$ cat src/rtl/fp_accum.sv
// -----------------------------------------------------------------------------
// fp_accum -- streaming floating-point vector accumulator
//
// Sums a vector of IEEE-754 single-precision elements using an external
// combinational FP adder. The first element of a vector is loaded directly
// into the accumulator; every following element is added to the running sum.
// After the element flagged with in_last is accepted, the result is held on
// out_data with out_vld high until the downstream accepts it.
//
// Elements whose exponent field is zero are treated as zero: they are counted
// but do not alter the accumulator.
//
// Ports:
//   clk       in   sole clock, rising edge
//   rst       in   synchronous active-high reset
//   in_vld    in   upstream element valid
//   in_data   in   [31:0] FP element {sign, exp[7:0], mantissa[22:0]}
//   in_last   in   final element of the vector (qualified by in_vld)
//   in_rdy    out  element accepted when in_vld & in_rdy
//   add_a     out  [31:0] adder operand A (accumulator register)
//   add_b     out  [31:0] adder operand B (in_data passthrough)
//   add_sum   in   [31:0] adder result, combinational from add_a/add_b
//   out_vld   out  accumulated result valid
//   out_data  out  [31:0] accumulated result
//   out_rdy   in   downstream accepts when out_vld & out_rdy
//   count     out  [9:0] elements accepted in the current vector (saturates)
//
// Configuration:
//   FP_ACCUM_RELU_EN  when defined, out_data reads as zero whenever the
//                     accumulator is negative.
// -----------------------------------------------------------------------------
module fp_accum (
    input  logic        clk,
    input  logic        rst,
    input  logic        in_vld,
    input  logic [31:0] in_data,
    input  logic        in_last,
    output logic        in_rdy,
    output logic [31:0] add_a,
    output logic [31:0] add_b,
    input  logic [31:0] add_sum,
    output logic        out_vld,
    output logic [31:0] out_data,
    input  logic        out_rdy,
    output logic [9:0]  count
);

    typedef enum logic [1:0] {
        IDLE = 2'd0,
        ACC  = 2'd1,
        HOLD = 2'd2
    } state_e;

    localparam logic [9:0] COUNT_MAX = 10'd1023;

    state_e      state_q, state_d;
    logic [31:0] acc_q, acc_d;
    logic [9:0]  count_q, count_d;
    logic        in_rdy_q, in_rdy_d;
    logic        out_vld_q, out_vld_d;

    logic accept;
    logic in_is_zero;

    assign accept     = in_vld & in_rdy_q;
    assign in_is_zero = (in_data[30:23] == 8'h00);

    always_comb begin
        // NOTE: every signal gets a default before the case so no path can
        // leave it unassigned, which would otherwise infer a latch.
        state_d = state_q;
        acc_d   = acc_q;
        count_d = count_q;

        unique case (state_q)
            IDLE: begin
                if (accept) begin
                    // First element bypasses the adder; a zero-exponent first
                    // element starts the sum at a clean +0.
                    acc_d   = in_is_zero ? 32'h0000_0000 : in_data;
                    count_d = 10'd1;
                    state_d = in_last ? HOLD : ACC;
                end
            end
            ACC: begin
                if (accept) begin
                    if (!in_is_zero) begin
                        acc_d = add_sum;
                    end
                    // Keep counting-through at the top value; the sum itself
                    // keeps accumulating.
                    count_d = (count_q == COUNT_MAX) ? count_q : count_q + 10'd1;
                    state_d = in_last ? HOLD : ACC;
                end
            end
            HOLD: begin
                if (out_rdy) begin
                    state_d = IDLE;
                end
            end
            default: state_d = IDLE;
        endcase

        // Handshake outputs are registered and derived from the next state so
        // they line up with the state they describe.
        in_rdy_d  = (state_d != HOLD);
        out_vld_d = (state_d == HOLD);
    end

    always_ff @(posedge clk) begin
        // NOTE: sequential state uses non-blocking assignments so every flop
        // samples the pre-edge values regardless of statement order.
        if (rst) begin
            state_q   <= IDLE;
            acc_q     <= 32'h0000_0000;
            count_q   <= 10'd0;
            in_rdy_q  <= 1'b0;
            out_vld_q <= 1'b0;
        end else begin
            state_q   <= state_d;
            acc_q     <= acc_d;
            count_q   <= count_d;
            in_rdy_q  <= in_rdy_d;
            out_vld_q <= out_vld_d;
        end
    end

    assign in_rdy  = in_rdy_q;
    assign out_vld = out_vld_q;
    assign count   = count_q;
    assign add_a   = acc_q;
    assign add_b   = in_data;

`ifdef FP_ACCUM_RELU_EN
    assign out_data = acc_q[31] ? 32'h0000_0000 : acc_q;
`else
    assign out_data = acc_q;
`endif

endmodule

$ cat config.mk
export PLATFORM = sky130hd
export DESIGN_NAME = fp_accum
export DESIGN_NICKNAME = d
export VERILOG_FILES = /design/src/rtl/fp_accum.sv
export SDC_FILE = /design/constraint.sdc
export NUM_CORES = 1
export LEC_CHECK = 0
export ABC_AREA = 1
export CAP_MARGIN = 10
export CORE_MARGIN = 3
export CORE_UTILIZATION = 35
export DETAILED_ROUTE_END_ITERATION = 7
export PLACE_DENSITY_LB_ADDON = 0.15
export SYNTH_ARGS = -nofsm -noshare
export SYNTH_HDL_FRONTEND = slang
export SYNTH_SLANG_ARGS = --single-unit
$ cat constraint.sdc
create_clock -name clk -period 1.4 [get_ports clk]
set_clock_uncertainty 0.2 [all_clocks]
set_input_delay 0.14 -clock clk [delete_from_list [all_inputs] [get_ports clk]]
set_output_delay 0.14 -clock clk [all_outputs]
set_load 0.02 [all_outputs]
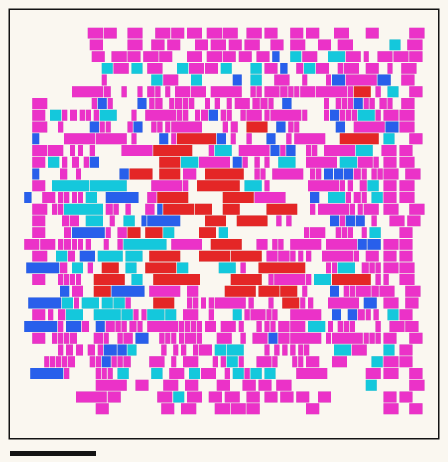
drive_strength.png
Bar = 20 microns.
Key: drive 2 = blue [cells 59, share 9.0%, most used nand2_2]; drive 6 and up = red [cells 38, share 5.8%]; drive 3 to 4 = cyan [cells 74, share 11%, most used buf_4]; drive 1 or less = magenta [cells 486, share 74%, most used nand2_1]

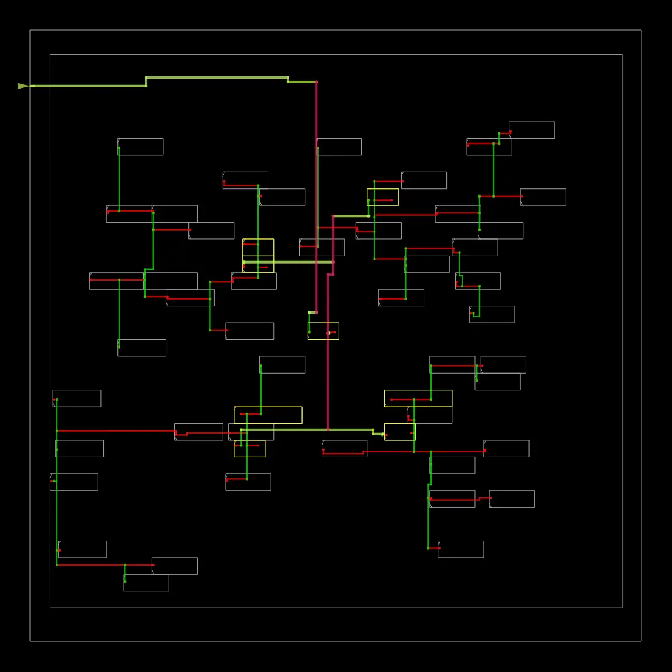
final_clocks.png
flip-flops: 46
clk_lat worst skew: 0.30 ns
clock sink count: 46
P_clk: 0.00122 W
TritonCTS buffer count: 5

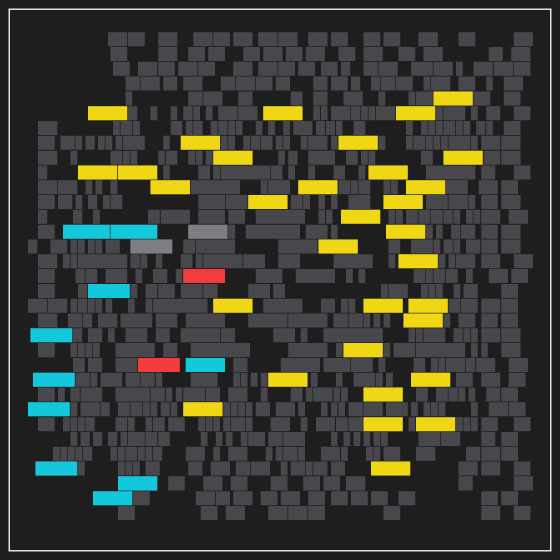
registers.png
Other sequential cells in the stronger grey, the rest of the logic in the fainter grey.
Key: count = cyan [sequential cells 10]; add_a = yellow [sequential cells 32]; state_q = red [sequential cells 2]
Another 2 sequential cells are not coloured.

==> deck_impl_summary.md <==
Synthesis and Place & Route Summary

Run status
  – Status: finished, violations left
  – Failing checks: setup timing

Logic synthesis
  – Yosys simple share: 0.378
  – Post-synth EDFFs: 0
  – Yosys xor share: 0
  – Cell Type Count: 28
  – Adder Area Share: 0.00412
  – Syn_nets: 557
  – Register area share after synthesis: 0.303
  – Main logic family: simple AND/OR/NAND/NOR gates
  – Yosys Warn Count: 0
  – # Cells Yosys: 487
  – Yosys aoi share: 0.0613
  – Post-synthesis async set-or-reset flop share: 0
  – Synth top area cells: dfxtp_1, nand2_1, buf_4, nor2_1, inv_1
  – Mapped cell area: 3040 sq um
  – Dominant flop cell: dfxtp_1
  – Chip area estimate from yosys synthesis: 3040 sq um
  – Mux area share: 0
  – Post-synthesis cell count: 487

Layout
  – Final std cells w/o fill: 762
  – Layout Utilization: 0.661
  – Most numerous logic cell after layout: nand2_1
  – # diodes: 0
  – Non-clock buffers: 245
  – Area growth, synth to finish: 81.3%
  – Combinational share of cell area: 0.308
  – Share of layout cells above drive strength 1: 0.260
  – Clock buf count: 6
  – Clock buf/inv share: 0.0259
  – Sequential cell area: 938 sq um
  – Area-dominant class: non-clock buffers
  – Sequential cell area share: 0.170
  – Gate Area: 1700 sq um
  – Non-clock buffering overhead: 0.439
  – Max reg flops: 32
  – Inverters: 46
  – Number of nets in the layout: 726

Placed design
  – Post-DP HPWL: 7110 microns
  – IO buf count: 176
  – DP Worst Slack: -0.365 ns

Worst setup path
  – Worst r2r src: count[1]
  – R2R cell count: 9
  – Setup CP Type: flip-flop to flip-flop
  – Setup crit end: count[4]
  – Crit Path Max Fanout: 9
  – Flop-to-flop setup slack: -0.08 ns
  – Critical path required time: 1.44 ns
  – CP top delay family: simple AND/OR/NAND/NOR gates
  – Crit Reg-Reg Endpoint: count[4]
  – Worst setup path startpoint: count[1]
  – Critical path cell sequence: ha_4 -> nand2_4 -> nor2_4 -> nand3_4 -> nand2_8 -> inv_4 -> nand2_2 -> nand3_1 -> inv_1
  – Max incr delay on CP: 0.39 ns
  – Crit path depth: 9
  – Critical-path top delay cell: dfxtp_4
  – Worst Setup Start Kind: flip-flop
  – Crit end category: flip-flop

Clock network
  – Root Buffer: clkbuf_8
  – CTS max path bufs: 2
  – H-Tree Depth: 2
  – # resized after CTS: 146
  – Setup bufs post-CTS: 5
  – Clk pin slew, worst setup/hold paths: 0.09 ns

Flow run
  – Max Cap Violations: 0
  – Tool warnings: 29

GRT
  – First-pass GRT wire length: 14,800 microns
  – Top Usage Layer GRT: met2
  – M3 GR Usage: 0.0414
  – GR Layer Usage met2: 0.338
  – Vias in the first global route: 3,123
  – Largest net degree at the start of global routing: 25
  – Met1 Use GR: 0.210
  – Antenna violations before repair: 0
  – GRT Overall Usage: 0.181

Routing
  – Max layer used: met4
  – Drt first pass iters: 4
  – Drt wl/cell: 13.3 microns
  – DRT iter0 DRCs: 77
  – DR vias/cell: 4.57
  – Met3 wire len: 615 microns
  – DRC Markers: 0
  – Final wirelength: 10,200 microns
  – Routed wl met2: 5480 microns
  – M1 WL: 3950 microns
  – Post-DRT Antenna Nets: 0
  – Total number of vias: 3,479

Worst hold path
  – Hold Path Origin: add_sum[17]
  – Hold depth: 5

Die
  – Fp_density: 0.365
  – Die area: 9840 sq um
  – Core Region: 8340 sq um
  – Die W: 99.2 microns
  – Ports: 177
  – Row Count: 33
  – TAP cells: 105
  – Die Span Y: 99.2 microns

Final timing
  – Measured slew at the worst slew-check pin: 0.250 ns
  – Final worst path period share: 1.06
  – Final WS setup: -0.0841 ns
  – WHS: 0.291 ns
  – # setup viols final: 33
  – Final Hold Fails: 0
  – Unrepaired setup endpoints after global routing: true
  – Fmax: 674 MHz
  – Rel. slew slack: 0.833
  – Final worst path period need: 1.48 ns

Pwr
  – Max IR drop VDD: 446 uV
  – Static Leak: 2.69 nW
  – PD cells: 764 nW/um^2
## synthesized netlist by cell type (5+ instances only)
master,instances
a21oi_1,5
inv_1,42
nand2_1,155
buf_4,67
nor2_1,82
nand3_1,9
o21ai_0,26
buf_2,7
dfxtp_1,46
nand3b_1,8
## per-stage QoR
step / power (W) / setup TNS, ns / instance area [sq um]
after floorplan: 0.00227 / -0.0875 / 3100
after global placement: 0.00288 / -20.32 / 4880
after detailed placement: 0.00290 / -20.46 / 4880
after CTS: 0.00404 / -0.686 / 5030
after global routing: 0.00442 / -4.09 / 5510
final: 0.00421 / -0.954 / 5510
## where the power goes
| part | total, W | switching (W) | internal [W] |
|---|---|---|---|
| Clock | 0.00122 | 0.000459 | 0.000762 |
| Sequential | 0.00147 | 0.0000757 | 0.00139 |
| Combinational | 0.00152 | 0.000776 | 0.000747 |
Power figures rest on the tool's default switching activity, not on a simulated workload.
